File: src/rtl/multicycle_control_if.sv
// Control/handshake bundle between the multicycle sequencer and the DPTR datapath.
// Optional MC_RETIRE_COUNT_EN adds the retired-instruction count.
interface multicycle_control_if #(
    parameter int unsigned OPCODE_W = 6,
    parameter int unsigned ALUOP_W  = 4
);
    logic [OPCODE_W-1:0] ctrl_i;
    logic [OPCODE_W-1:0] funct_i;
    logic                rotation_i;
    logic                memReady_i;
    logic                pcWrite_o;
    logic                irWrite_o;
    logic                iOrD_o;
    logic                memToRead_o;
    logic                memToWrite_o;
    logic                regDst_o;
    logic                memToReg_o;
    logic                regWrite_o;
    logic                aluSrcA_o;
    logic                aluSrcB_o;
    logic [ALUOP_W-1:0]  aluOp_o;
    logic [1:0]          branchType_o;
    logic                jump_o;
    logic [2:0]          state_o;
    logic                illegal_o;
`ifdef MC_RETIRE_COUNT_EN
    logic [31:0]         retired_o;
`endif

    modport master (
        input  ctrl_i, funct_i, rotation_i, memReady_i,
        output pcWrite_o, irWrite_o, iOrD_o, memToRead_o, memToWrite_o, regDst_o,
        output memToReg_o, regWrite_o, aluSrcA_o, aluSrcB_o, aluOp_o, branchType_o,
        output jump_o, state_o, illegal_o
`ifdef MC_RETIRE_COUNT_EN
        , output retired_o
`endif
    );

    modport slave (
        output ctrl_i, funct_i, rotation_i, memReady_i,
        input  pcWrite_o, irWrite_o, iOrD_o, memToRead_o, memToWrite_o, regDst_o,
        input  memToReg_o, regWrite_o, aluSrcA_o, aluSrcB_o, aluOp_o, branchType_o,
        input  jump_o, state_o, illegal_o
`ifdef MC_RETIRE_COUNT_EN
        , input retired_o
`endif
    );
endinterface

File: src/rtl/multicycle_control.sv
// Multicycle FETCH/DECODE/EXEC/MEM/WB sequencer for the DPTR MIPS-subset datapath.
// Define MC_RETIRE_COUNT_EN to add the 32-bit retired-instruction counter.
module multicycle_control #(
    parameter int unsigned OPCODE_W = 6,
    parameter int unsigned ALUOP_W  = 4
) (
    input logic                  clk_i,
    input logic                  rst_i,
    multicycle_control_if.master bus
);
    localparam logic [OPCODE_W-1:0] OpRType = 6'b000000;
    localparam logic [OPCODE_W-1:0] OpAddi  = 6'b001000;
    localparam logic [OPCODE_W-1:0] OpAndi  = 6'b001100;
    localparam logic [OPCODE_W-1:0] OpOri   = 6'b001101;
    localparam logic [OPCODE_W-1:0] OpSlti  = 6'b001010;
    localparam logic [OPCODE_W-1:0] OpXori  = 6'b001110;
    localparam logic [OPCODE_W-1:0] OpLw    = 6'b100011;
    localparam logic [OPCODE_W-1:0] OpSw    = 6'b101011;
    localparam logic [OPCODE_W-1:0] OpBeq   = 6'b000100;
    localparam logic [OPCODE_W-1:0] OpBne   = 6'b000101;
    localparam logic [OPCODE_W-1:0] OpBgtz  = 6'b000111;
    localparam logic [OPCODE_W-1:0] OpJ     = 6'b000010;
    localparam logic [OPCODE_W-1:0] FnSll   = 6'b000000;
    localparam logic [OPCODE_W-1:0] FnSrl   = 6'b000010;

    localparam logic [ALUOP_W-1:0] AluAddr   = 4'b0000;
    localparam logic [ALUOP_W-1:0] AluBranch = 4'b0001;
    localparam logic [ALUOP_W-1:0] AluRType  = 4'b0010;
    localparam logic [ALUOP_W-1:0] AluAddi   = 4'b0011;
    localparam logic [ALUOP_W-1:0] AluAndi   = 4'b0100;
    localparam logic [ALUOP_W-1:0] AluOri    = 4'b0101;
    localparam logic [ALUOP_W-1:0] AluSlti   = 4'b0110;
    localparam logic [ALUOP_W-1:0] AluXori   = 4'b0111;
    localparam logic [ALUOP_W-1:0] AluSll    = 4'b1000;
    localparam logic [ALUOP_W-1:0] AluSrl    = 4'b1001;
    localparam logic [ALUOP_W-1:0] AluRotr   = 4'b1011;

    typedef enum logic [2:0] {
        StFetch  = 3'd0,
        StDecode = 3'd1,
        StExec   = 3'd2,
        StMem    = 3'd3,
        StWb     = 3'd4,
        StTrap   = 3'd7
    } stateT;

    stateT               stateQ, stateD;
    logic [OPCODE_W-1:0] opQ, functQ;
    logic                rotQ;
    logic                illegalQ;

    function automatic logic isSupported(input logic [OPCODE_W-1:0] op);
        case (op)
            OpRType, OpAddi, OpAndi, OpOri, OpSlti, OpXori,
            OpLw, OpSw, OpBeq, OpBne, OpBgtz, OpJ: isSupported = 1'b1;
            default:                               isSupported = 1'b0;
        endcase
    endfunction

    always_ff @(posedge clk_i or posedge rst_i) begin
        if (rst_i) begin
            stateQ   <= StFetch;
            opQ      <= '0;
            functQ   <= '0;
            rotQ     <= 1'b0;
            illegalQ <= 1'b0;
        end else begin
            stateQ <= stateD;
            if (stateQ == StDecode) begin
                opQ    <= bus.ctrl_i;
                functQ <= bus.funct_i;
                rotQ   <= bus.rotation_i;
                if (!isSupported(bus.ctrl_i)) begin
                    illegalQ <= 1'b1;
                end
            end
        end
    end

    always_comb begin
        stateD           = stateQ;
        bus.pcWrite_o    = 1'b0;
        bus.irWrite_o    = 1'b0;
        bus.iOrD_o       = 1'b0;
        bus.memToRead_o  = 1'b0;
        bus.memToWrite_o = 1'b0;
        bus.regDst_o     = 1'b0;
        bus.memToReg_o   = 1'b0;
        bus.regWrite_o   = 1'b0;
        bus.aluSrcA_o    = 1'b0;
        bus.aluSrcB_o    = 1'b0;
        bus.aluOp_o      = '0;
        bus.branchType_o = 2'b00;
        bus.jump_o       = 1'b0;

        case (stateQ)
            StFetch: begin
                bus.memToRead_o = 1'b1;
                if (bus.memReady_i) begin
                    bus.irWrite_o = 1'b1;
                    bus.pcWrite_o = 1'b1;
                    stateD        = StDecode;
                end
            end
            StDecode: stateD = isSupported(bus.ctrl_i) ? StExec : StTrap;
            StExec: begin
                case (opQ)
                    OpRType: begin
                        stateD = StWb;
                        if (functQ == FnSll) begin
                            bus.aluOp_o   = AluSll;
                            bus.aluSrcA_o = 1'b1;
                        end else if (functQ == FnSrl) begin
                            bus.aluOp_o   = rotQ ? AluRotr : AluSrl;
                            bus.aluSrcA_o = 1'b1;
                        end else begin
                            bus.aluOp_o = AluRType;
                        end
                    end
                    OpAddi: begin bus.aluOp_o = AluAddi; bus.aluSrcB_o = 1'b1; stateD = StWb; end
                    OpAndi: begin bus.aluOp_o = AluAndi; bus.aluSrcB_o = 1'b1; stateD = StWb; end
                    OpOri:  begin bus.aluOp_o = AluOri;  bus.aluSrcB_o = 1'b1; stateD = StWb; end
                    OpSlti: begin bus.aluOp_o = AluSlti; bus.aluSrcB_o = 1'b1; stateD = StWb; end
                    OpXori: begin bus.aluOp_o = AluXori; bus.aluSrcB_o = 1'b1; stateD = StWb; end
                    OpLw, OpSw: begin
                        bus.aluOp_o   = AluAddr;
                        bus.aluSrcB_o = 1'b1;
                        stateD        = StMem;
                    end
                    OpBeq:  begin bus.aluOp_o = AluBranch; bus.branchType_o = 2'b01; stateD = StFetch; end
                    OpBne:  begin bus.aluOp_o = AluBranch; bus.branchType_o = 2'b10; stateD = StFetch; end
                    OpBgtz: begin bus.aluOp_o = AluBranch; bus.branchType_o = 2'b11; stateD = StFetch; end
                    OpJ: begin
                        bus.jump_o = 1'b1;
                        stateD     = StFetch;
                    end
                    default: stateD = StTrap;
                endcase
            end
            StMem: begin
                // Request held constant while memory stalls.
                bus.iOrD_o       = 1'b1;
                bus.memToRead_o  = (opQ == OpLw);
                bus.memToWrite_o = (opQ != OpLw);
                if (bus.memReady_i) begin
                    stateD = (opQ == OpLw) ? StWb : StFetch;
                end
            end
            StWb: begin
                bus.regWrite_o = 1'b1;
                bus.regDst_o   = (opQ == OpRType);
                bus.memToReg_o = (opQ == OpLw);
                stateD         = StFetch;
            end
            StTrap:  stateD = StTrap;
            default: stateD = StFetch;
        endcase

        // No strobe may leak out while reset is held.
        if (rst_i) begin
            bus.pcWrite_o    = 1'b0;
            bus.irWrite_o    = 1'b0;
            bus.iOrD_o       = 1'b0;
            bus.memToRead_o  = 1'b0;
            bus.memToWrite_o = 1'b0;
            bus.regDst_o     = 1'b0;
            bus.memToReg_o   = 1'b0;
            bus.regWrite_o   = 1'b0;
            bus.aluSrcA_o    = 1'b0;
            bus.aluSrcB_o    = 1'b0;
            bus.aluOp_o      = '0;
            bus.branchType_o = 2'b00;
            bus.jump_o       = 1'b0;
        end
    end

    assign bus.state_o   = stateQ;
    assign bus.illegal_o = illegalQ;

`ifdef MC_RETIRE_COUNT_EN
    logic        retire;
    logic [31:0] retiredQ;

    always_comb begin
        retire = 1'b0;
        case (stateQ)
            StWb:    retire = 1'b1;
            StMem:   retire = (opQ == OpSw) && bus.memReady_i;
            StExec:  retire = (opQ == OpBeq) || (opQ == OpBne) || (opQ == OpBgtz) || (opQ == OpJ);
            default: retire = 1'b0;
        endcase
    end

    always_ff @(posedge clk_i or posedge rst_i) begin
        if (rst_i) begin
            retiredQ <= '0;
        end else if (retire) begin
            retiredQ <= retiredQ + 32'd1;
        end
    end

    assign bus.retired_o = retiredQ;
`endif
endmodule

File: src/flat_wrapper.sv
// flat-port wrapper written by rule: the top's interface ports become plain ports
module multicycle_control_flat 
#(
    parameter int unsigned OPCODE_W = 6,
    parameter int unsigned ALUOP_W  = 4
)
  (clk_i, rst_i, bus_ctrl_i, bus_funct_i, bus_rotation_i, bus_memReady_i, bus_pcWrite_o, bus_irWrite_o, bus_iOrD_o, bus_memToRead_o, bus_memToWrite_o, bus_regDst_o, bus_memToReg_o, bus_regWrite_o, bus_aluSrcA_o, bus_aluSrcB_o, bus_aluOp_o, bus_branchType_o, bus_jump_o, bus_state_o, bus_illegal_o);
  multicycle_control_if #(.OPCODE_W(OPCODE_W), .ALUOP_W(ALUOP_W)) bus_i ();
  input logic clk_i;
  input logic rst_i;
  input wire logic [$bits(bus_i.ctrl_i)-1:0] bus_ctrl_i;
  input wire logic [$bits(bus_i.funct_i)-1:0] bus_funct_i;
  input wire logic [$bits(bus_i.rotation_i)-1:0] bus_rotation_i;
  input wire logic [$bits(bus_i.memReady_i)-1:0] bus_memReady_i;
  output wire logic [$bits(bus_i.pcWrite_o)-1:0] bus_pcWrite_o;
  output wire logic [$bits(bus_i.irWrite_o)-1:0] bus_irWrite_o;
  output wire logic [$bits(bus_i.iOrD_o)-1:0] bus_iOrD_o;
  output wire logic [$bits(bus_i.memToRead_o)-1:0] bus_memToRead_o;
  output wire logic [$bits(bus_i.memToWrite_o)-1:0] bus_memToWrite_o;
  output wire logic [$bits(bus_i.regDst_o)-1:0] bus_regDst_o;
  output wire logic [$bits(bus_i.memToReg_o)-1:0] bus_memToReg_o;
  output wire logic [$bits(bus_i.regWrite_o)-1:0] bus_regWrite_o;
  output wire logic [$bits(bus_i.aluSrcA_o)-1:0] bus_aluSrcA_o;
  output wire logic [$bits(bus_i.aluSrcB_o)-1:0] bus_aluSrcB_o;
  output wire logic [$bits(bus_i.aluOp_o)-1:0] bus_aluOp_o;
  output wire logic [$bits(bus_i.branchType_o)-1:0] bus_branchType_o;
  output wire logic [$bits(bus_i.jump_o)-1:0] bus_jump_o;
  output wire logic [$bits(bus_i.state_o)-1:0] bus_state_o;
  output wire logic [$bits(bus_i.illegal_o)-1:0] bus_illegal_o;
  assign bus_i.ctrl_i = bus_ctrl_i;
  assign bus_i.funct_i = bus_funct_i;
  assign bus_i.rotation_i = bus_rotation_i;
  assign bus_i.memReady_i = bus_memReady_i;
  assign bus_pcWrite_o = bus_i.pcWrite_o;
  assign bus_irWrite_o = bus_i.irWrite_o;
  assign bus_iOrD_o = bus_i.iOrD_o;
  assign bus_memToRead_o = bus_i.memToRead_o;
  assign bus_memToWrite_o = bus_i.memToWrite_o;
  assign bus_regDst_o = bus_i.regDst_o;
  assign bus_memToReg_o = bus_i.memToReg_o;
  assign bus_regWrite_o = bus_i.regWrite_o;
  assign bus_aluSrcA_o = bus_i.aluSrcA_o;
  assign bus_aluSrcB_o = bus_i.aluSrcB_o;
  assign bus_aluOp_o = bus_i.aluOp_o;
  assign bus_branchType_o = bus_i.branchType_o;
  assign bus_jump_o = bus_i.jump_o;
  assign bus_state_o = bus_i.state_o;
  assign bus_illegal_o = bus_i.illegal_o;
  multicycle_control #(.OPCODE_W(OPCODE_W), .ALUOP_W(ALUOP_W)) u_core (.clk_i(clk_i), .rst_i(rst_i), .bus(bus_i));
endmodule
File: config.mk
export PLATFORM = sky130hd
export DESIGN_NAME = multicycle_control_flat
export DESIGN_NICKNAME = d
export VERILOG_FILES = /design/src/rtl/multicycle_control_if.sv /design/src/rtl/multicycle_control.sv /design/src/flat_wrapper.sv
export SDC_FILE = /design/constraint.sdc
export NUM_CORES = 1
export LEC_CHECK = 0
export CAP_MARGIN = 10
export CORE_MARGIN = 2
export CORE_UTILIZATION = 50
export CTS_CLUSTER_DIAMETER = 200
export DETAILED_ROUTE_END_ITERATION = 8
export PLACE_DENSITY_LB_ADDON = 0.2
export SLEW_MARGIN = 20
export SYNTH_ARGS = -nofsm -noshare
export SYNTH_HDL_FRONTEND = slang
export SYNTH_SLANG_ARGS = --single-unit
File: constraint.sdc
create_clock -name clk_i -period 2.39 [get_ports clk_i]
set_clock_uncertainty 0.1 [all_clocks]
set_input_delay 0.3585 -clock clk_i [delete_from_list [all_inputs] [get_ports clk_i]]
set_output_delay 0.3585 -clock clk_i [all_outputs]
set_load 0.02 [all_outputs]
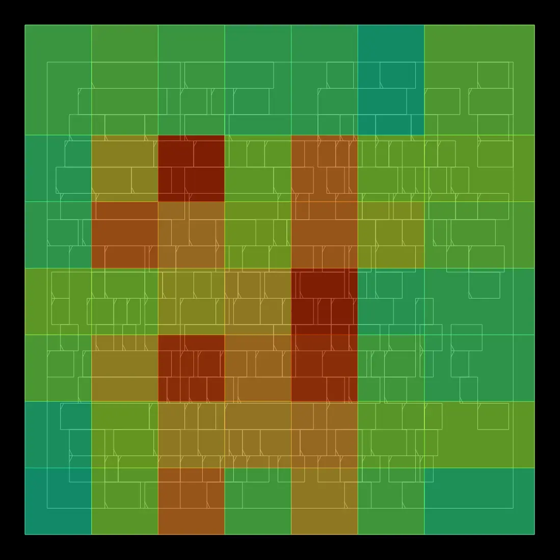
**Above:** routing congestion.
final core occ: 0.7378
grt met3 use: 0.02857
met2 Use GR: 0.4042
M1 GR Usage: 0.2844

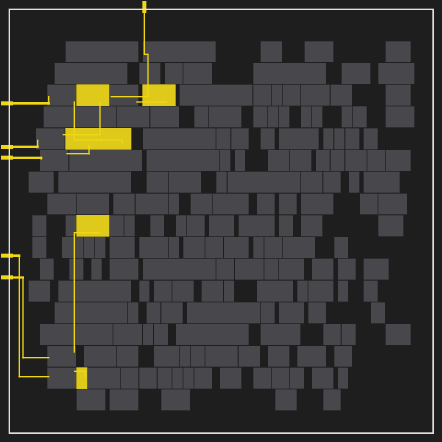
**Above:** wires at chosen ports, followed through buffers.
Drawn at 8 px/um.
- bus_funct_i: yellow (bits 6; direction input; edge 5 left, 1 top; end cells 6; wire 110 um)
Port Buffers: 36
number of I/O pins: 37

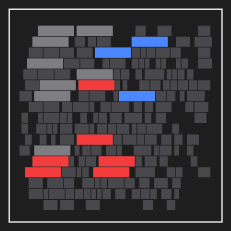
**Above:** where the registers sit.
Drawn at 4 px/um. Other sequential cells in the stronger grey, the rest of the logic in the fainter grey.
- u_core.bus.state_o: blue (flops 3)
- u_core.opQ: red (flops 6)
Seq/total area: 0.2582
Seq. pwr: 0.546 mW
area occupied by registers: 425.4 um^2

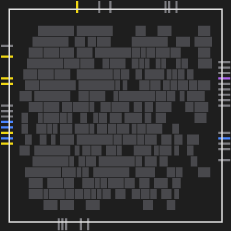
**Above:** pin map.
Drawn at 4 px/um. Pins as bars across the die edge, other pins in grey.
- bus_funct_i: yellow (pins 6; direction input; edge 5 left, 1 top)
- bus_memToRead_o: purple (pins 1; direction output; edge right)
- bus_aluOp_o: blue (pins 4; direction output; edge 3 left, 1 right)
- all pins by edge: 14 right, 12 left, 6 top, 5 bottom
die height: 52.81 um
Chip Width: 52.81 um

==> out/metrics.cfg <==
[synthesis]
yosysCellCount=134
top_area_cell=dfrtp_1
synth_nets=150
synth_top_area_share=0.3571
flop_cell=dfrtp_1
synth_seq_share=0.3571
ys_ff=17
most_common_cell=dfrtp_1

[final_timing]
drv_slew=0
min_period_ns=2.338
fin_ws_ns=0.05165

[drt]
drc=0
wl_per_cell_um=13.79
route.vias.total=1174
drt-pass1-iter-count=4
drt_iter0_drc=48

[cts]
htree_levels=1
numCtsBuffers=3
cts.root.buffer_cell=clkbuf_4
post_cts_buffers=0

[status]
outcome=complete, no violations

[setup_path]
path_max_fanout=3
worstPathRequired_ns=1.93
reg2reg_depth=6
endpoint=bus_aluOp_o[0]

[global_route]
antenna_found_initial=0

[pwr]
powerDensity_nw_per_um2=1147
ir_worst_vdd_uv=745.7

[run]
maxCapViolCount=0
warnings=27

[placed_design]
place_hpwl_um=2267

state kept, by name (all words and copies together) (netlist names):
register	count
u_core.opQ	6
u_core.bus.state_o	3
u_core.rotQ	1
u_core.functQ	6
u_core.bus.illegal_o	1
worst min-delay path by stage:
stage	start	endpoint	slack, ns	depth (start not counted)
after global routing	u_core.bus.illegal_o	u_core.bus.illegal_o	0.39	1
after global placement	u_core.bus.illegal_o	u_core.bus.illegal_o	0.36	1
after floorplan	rst_i	u_core.bus.illegal_o	0.19	1
after detailed placement	u_core.bus.illegal_o	u_core.bus.illegal_o	0.35	1
final	u_core.bus.illegal_o	u_core.bus.illegal_o	0.38	1
after CTS	u_core.bus.illegal_o	u_core.bus.illegal_o	0.38	1
area by class of cell:
| class | count | area, um^2 | area share |
|---|---|---|---|
| Sequential cell | 17 | 425.4 | 0.2582 |
| Clock inverter | 1 | 5.005 | 0.003037 |
| Clock buffer | 3 | 22.52 | 0.01367 |
| Inverter | 7 | 26.28 | 0.01595 |
| Timing Repair Buffer | 51 | 431.7 | 0.2620 |
| Tap cell | 28 | 35.03 | 0.02126 |
| Multi-Input combinational cell | 103 | 701.9 | 0.4260 |
kinds of logic (layout without fill, tap and decap cells):
| group | Yosys count | in the layout |
|---|---|---|
| buffers and inverters | 14 | 62 |
| DFF | 17 | 17 |
| and+or+nand+nor | 66 | 66 |
| AOI/OAI and AO/OA | 27 | 27 |
| muxes | 10 | 10 |
layout by cell type (no fill, tap or decap), types with 2 or more instances in the layout:
cell type / count
nand2b_1: 4
dlymetal6s2s_1: 2
and3_1: 4
dlygate4sd2_1: 7
clkbuf_4: 3
buf_4: 16
nor2_4: 3
a21oi_1: 3
inv_1: 7
o22ai_1: 2
o21ai_0: 7
nor2_1: 11
nor2b_1: 9
mux2_2: 10
clkbuf_2: 5
a31oi_1: 2
nand2_1: 14
clkdlybuf4s50_1: 19
nor3_1: 8
buf_2: 2
dfrtp_1: 17
through the flow:
step / instances / TNS, ns / cell area [um^2]
after detailed placement: 206 / -2.162 / 1653
after global routing: 210 / -0.02427 / 1648
after CTS: 210 / 0 / 1650
final: 210 / 0 / 1648
after global placement: 206 / -1.789 / 1653
after floorplan: 134 / 0 / 1191
per-layer routing:
| metal | GRT usage | vias to the layer above | share of wire |
|---|---|---|---|
| li1 | - | 569 | - |
| met1 | 0.2844 | 552 | 0.43 |
| met2 | 0.4042 | 49 | 0.50 |
| met3 | 0.02857 | 4 | 0.064 |
| met4 | 0.07265 | 0 | 0.0052 |
| met5 | 0 | - | 0 |
worst max-delay path, stage by stage, from the launching register on:
cell and delay (ns):
dfrtp_1 0.39, or4_4 0.55, nor2_4 0.13, nand3_2 0.09
o22a_1 0.17, nor2_1 0.10, buf_4 0.15
power breakdown:
group	internal (mW)	leakage (nW)	switching, mW
registers	0.428	0.200	0.117
clock network	0.0622	0.0177	0.0888
logic	0.571	0.547	0.622
total	1.06	0.765	0.829
repair_timing:
action,in CTS,in global routing
gates resized,24,19
pin swaps,0,4
hold buffers,0,0
endpoints found under the hold margin,0,0
setup endpoints to repair,15,8
Power figures rest on the tool's default switching activity, not on a simulated workload.
